[src/rtl/cva5_types.sv]
// Shared writeback types: one unit's completion request and the packet consumed by ID management.
package cva5_types;

   localparam int unsigned LOG2_MAX_IDS = 3;
   localparam int unsigned XLEN = 32;

   typedef logic [LOG2_MAX_IDS-1:0] id_t;

   typedef struct packed {
      logic              done;
      id_t               id;
      logic [XLEN-1:0]   rd;
   } unit_wb_req_t;

   typedef struct packed {
      logic              valid;
      id_t               id;
      logic [XLEN-1:0]   data;
   } wb_packet_t;

endpackage

[src/rtl/round_robin_grant.sv]
// Round-robin one-hot grant: requests at or above ptr win first, then the search wraps to 0.
module round_robin_grant #(
   parameter int unsigned N = 4,
   localparam int unsigned PTR_W = $clog2(N)
) (
   input  logic [N-1:0]     req,
   input  logic [PTR_W-1:0] ptr,
   output logic [N-1:0]     grant,
   output logic [PTR_W-1:0] grant_idx,
   output logic             any
);

   logic [2*N-1:0] req2;
   logic [2*N-1:0] masked;
   logic           found;
   int unsigned    sel;

   always_comb begin
      req2   = {req, req};
      masked = '0;
      // The upper copy keeps every request, so the lowest set bit above ptr is the wrapped winner.
      for (int i = 0; i < 2 * N; i++) begin
         if (i >= int'(ptr)) masked[i] = req2[i];
      end

      found = 1'b0;
      sel   = 0;
      for (int i = 0; i < 2 * N; i++) begin
         if (masked[i] && !found) begin
            sel   = i;
            found = 1'b1;
         end
      end
      if (sel >= N) sel = sel - N;

      grant_idx = PTR_W'(sel);
      any       = |req;
      grant     = '0;
      if (any) grant[grant_idx] = 1'b1;
   end

endmodule

[src/rtl/wb_group_arbiter.sv]
// Shares one writeback port among several out-of-order units; registers the granted result and
// counts cycles in which more than one unit was waiting.
module wb_group_arbiter
   import cva5_types::*;
#(
   parameter int unsigned NUM_UNITS = 4,
   parameter int unsigned ID_W      = LOG2_MAX_IDS,
   parameter int unsigned DATA_W    = XLEN,
   parameter int unsigned CNT_W     = 16
) (
   input  logic                        clk,
   input  logic                        rst,
   input  logic [NUM_UNITS-1:0]        unit_done,
   input  logic [NUM_UNITS*ID_W-1:0]   unit_id,
   input  logic [NUM_UNITS*DATA_W-1:0] unit_rd,
   output logic [NUM_UNITS-1:0]        unit_ack,
   output logic                        wb_valid,
   output logic [ID_W-1:0]             wb_id,
   output logic [DATA_W-1:0]           wb_data,
   output logic [CNT_W-1:0]            conflict_count
);

   localparam int unsigned PTR_W = $clog2(NUM_UNITS);

   logic [PTR_W-1:0]     ptr_q, ptr_d;
   logic [PTR_W-1:0]     grant_idx;
   logic [NUM_UNITS-1:0] grant;
   logic                 any;
   logic [ID_W-1:0]      sel_id;
   logic [DATA_W-1:0]    sel_data;
   logic                 conflict;

   round_robin_grant #(
      .N(NUM_UNITS)
   ) u_rr (
      .req      (unit_done),
      .ptr      (ptr_q),
      .grant    (grant),
      .grant_idx(grant_idx),
      .any      (any)
   );

   assign unit_ack = rst ? '0 : grant;
   assign conflict = $countones(unit_done) > 1;

   always_comb begin
      ptr_d    = ptr_q;
      sel_id   = '0;
      sel_data = '0;
      if (any) begin
         ptr_d = (grant_idx == PTR_W'(NUM_UNITS - 1)) ? '0 : grant_idx + PTR_W'(1);
      end
      for (int i = 0; i < NUM_UNITS; i++) begin
         if (grant[i]) begin
            sel_id   = sel_id | unit_id[i*ID_W +: ID_W];
            sel_data = sel_data | unit_rd[i*DATA_W +: DATA_W];
         end
      end
   end

   always_ff @(posedge clk) begin
      if (rst) begin
         ptr_q          <= '0;
         wb_valid       <= 1'b0;
         wb_id          <= '0;
         wb_data        <= '0;
         conflict_count <= '0;
      end else begin
         ptr_q    <= ptr_d;
         wb_valid <= any;
         if (any) begin
            wb_id   <= sel_id;
            wb_data <= sel_data;
         end
         if (conflict && (conflict_count != '1)) conflict_count <= conflict_count + CNT_W'(1);
      end
   end

   a_ack_onehot: assert property (@(posedge clk) $onehot0(unit_ack));
   a_ack_done:   assert property (@(posedge clk) (unit_ack & ~unit_done) == '0);

   for (genvar i = 0; i < NUM_UNITS; i++) begin : g_id_stable
      a_id_stable: assert property (@(posedge clk) disable iff (rst)
         (unit_done[i] && !unit_ack[i]) |=> $stable(unit_id[i*ID_W +: ID_W]));
   end

endmodule
[config.mk]
export PLATFORM = sky130hd
export DESIGN_NAME = wb_group_arbiter
export DESIGN_NICKNAME = d
export VERILOG_FILES = /design/src/rtl/cva5_types.sv /design/src/rtl/round_robin_grant.sv /design/src/rtl/wb_group_arbiter.sv
export SDC_FILE = /design/constraint.sdc
export NUM_CORES = 1
export LEC_CHECK = 0
export ABC_AREA = 1
export CAP_MARGIN = 20
export CELL_PAD_IN_SITES_DETAIL_PLACEMENT = 2
export CELL_PAD_IN_SITES_GLOBAL_PLACEMENT = 2
export CORE_UTILIZATION = 20
export DETAILED_ROUTE_END_ITERATION = 12
export PLACE_DENSITY = 0.92
export SYNTH_ARGS = -nofsm -noshare
export SYNTH_HDL_FRONTEND = slang
export SYNTH_SLANG_ARGS = --single-unit
[constraint.sdc]
create_clock -name clk -period 4.25 [get_ports clk]
set_input_delay 0.6375 -clock clk [delete_from_list [all_inputs] [get_ports clk]]
set_output_delay 0.6375 -clock clk [all_outputs]
set_load 0.01 [all_outputs]
Figure 1. Placed cells, one colour a class.
Scale bar: 50 um. Fill, decap, tap and diode cells in grey.
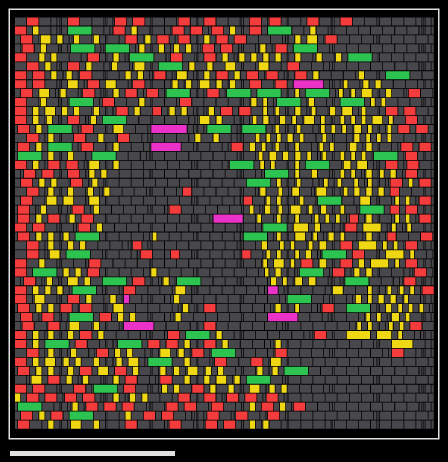
| colour | class | cells | share of their area |
|---|---|---|---|
| red | other buffers and delay cells | 211 | 39% |
| magenta | clock drivers and dummy loads | 8 | 3.1% |
| green | flip-flops | 54 | 20% |
| yellow | all other logic | 383 | 38% |
Core Box Area: 15,940 um^2
num rows: 46
final core occ: 0.3538
post-route cell area: 5640 um^2

Figure 2. Selected gate families.
Scale bar: 50 um.
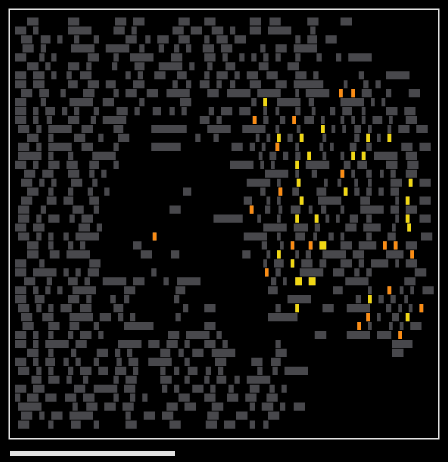
| colour | family | cells |
|---|---|---|
| orange | inverters | 20 |
| yellow | NOR gates | 27 |
combinational share of cell area: 0.3472
Non-Filler Instances: 872
most used logic cell in the final layout: clkdlybuf4s50_1

==> results_slide.txt <==
Key Metrics from the Run

Clock tree
  • H-tree levels: 2
  • Sink count of the clock tree: 54
  • Post-CTS Setup Bufs: 0
  • Max Buffers Root-to-Sink: 2
  • Hold Buf Count CTS: 0
  • Clk slew on worst S/H paths: around 0.070 ns
  • Post-cts sizing count: 0

Timing
  • RSZ-0062 raised after global routing: false
  • Peak Freq: between 0.2 and 0.3 GHz

GRT
  • First-pass GRT wire length: 26.71 mm
  • GR Layer Usage met2: 0.3866
  • Initial antenna violation count: 1
  • Met3 Usage GRT: 0.07298

Layout
  • CLK BUF: 5
  • Most numerous logic cells after layout: clkdlybuf4s50_1 (201), nand3_1 (111), nand2_1 (71)
  • Nets: 808
  • Layout cell share with drive strength beyond 1: 0.04573
  • P&R area growth vs syn: 72.19%
  • Flip-flops: about 54
  • Inverters, non-clock: 20
  • Comb_multi_in: ~360

Synthesis
  • Synthesized registers: roughly 54
  • Synthesis area per yosys: 3276 um^2
  • Area fraction in xor and xnor cells: 0.02139
  • Synth Area in Adders: 0.02903
  • Top non-seq family: simple AND/OR/NAND/NOR gates
  • Syn Inst Count: just under 500
  • Dominant cell area share: 0.3300

Critical path
  • Crit path from: unit_done[3]
  • Slowest-stage cell, CP: clkdlybuf4s50_1
  • Startpoint types: input pin
  • CP dominant cell by count: nand2_1
  • R2R setup slack: approximately 1.7 ns
  • Worst endpoint data arrival time: approximately 3.1 ns
  • Max stage delay on crit path: 0.52 ns

Place
  • GP Congestion: approximately 0.83
  • Dpl hpwl: 12.92 mm
  • Dpl cells: roughly 860

Floorplan
  • Die Ht: approximately 130 um
  • Full die area: between 15,000 and 20,000 um^2

Outcome
  • Status: complete, no violations

Routing
  • Met1 WL: approximately 6.9 mm
  • Pre-antenna DRT Iters: 7

Power and ir drop
  • Comb group: roughly 670 uW
  • Clock power frac: 0.280
  • P_seq: between 600 and 700 uW

Flow run
  • MaxCap Viol Count: 0
Power figures rest on the tool's default switching activity, not on a simulated workload.
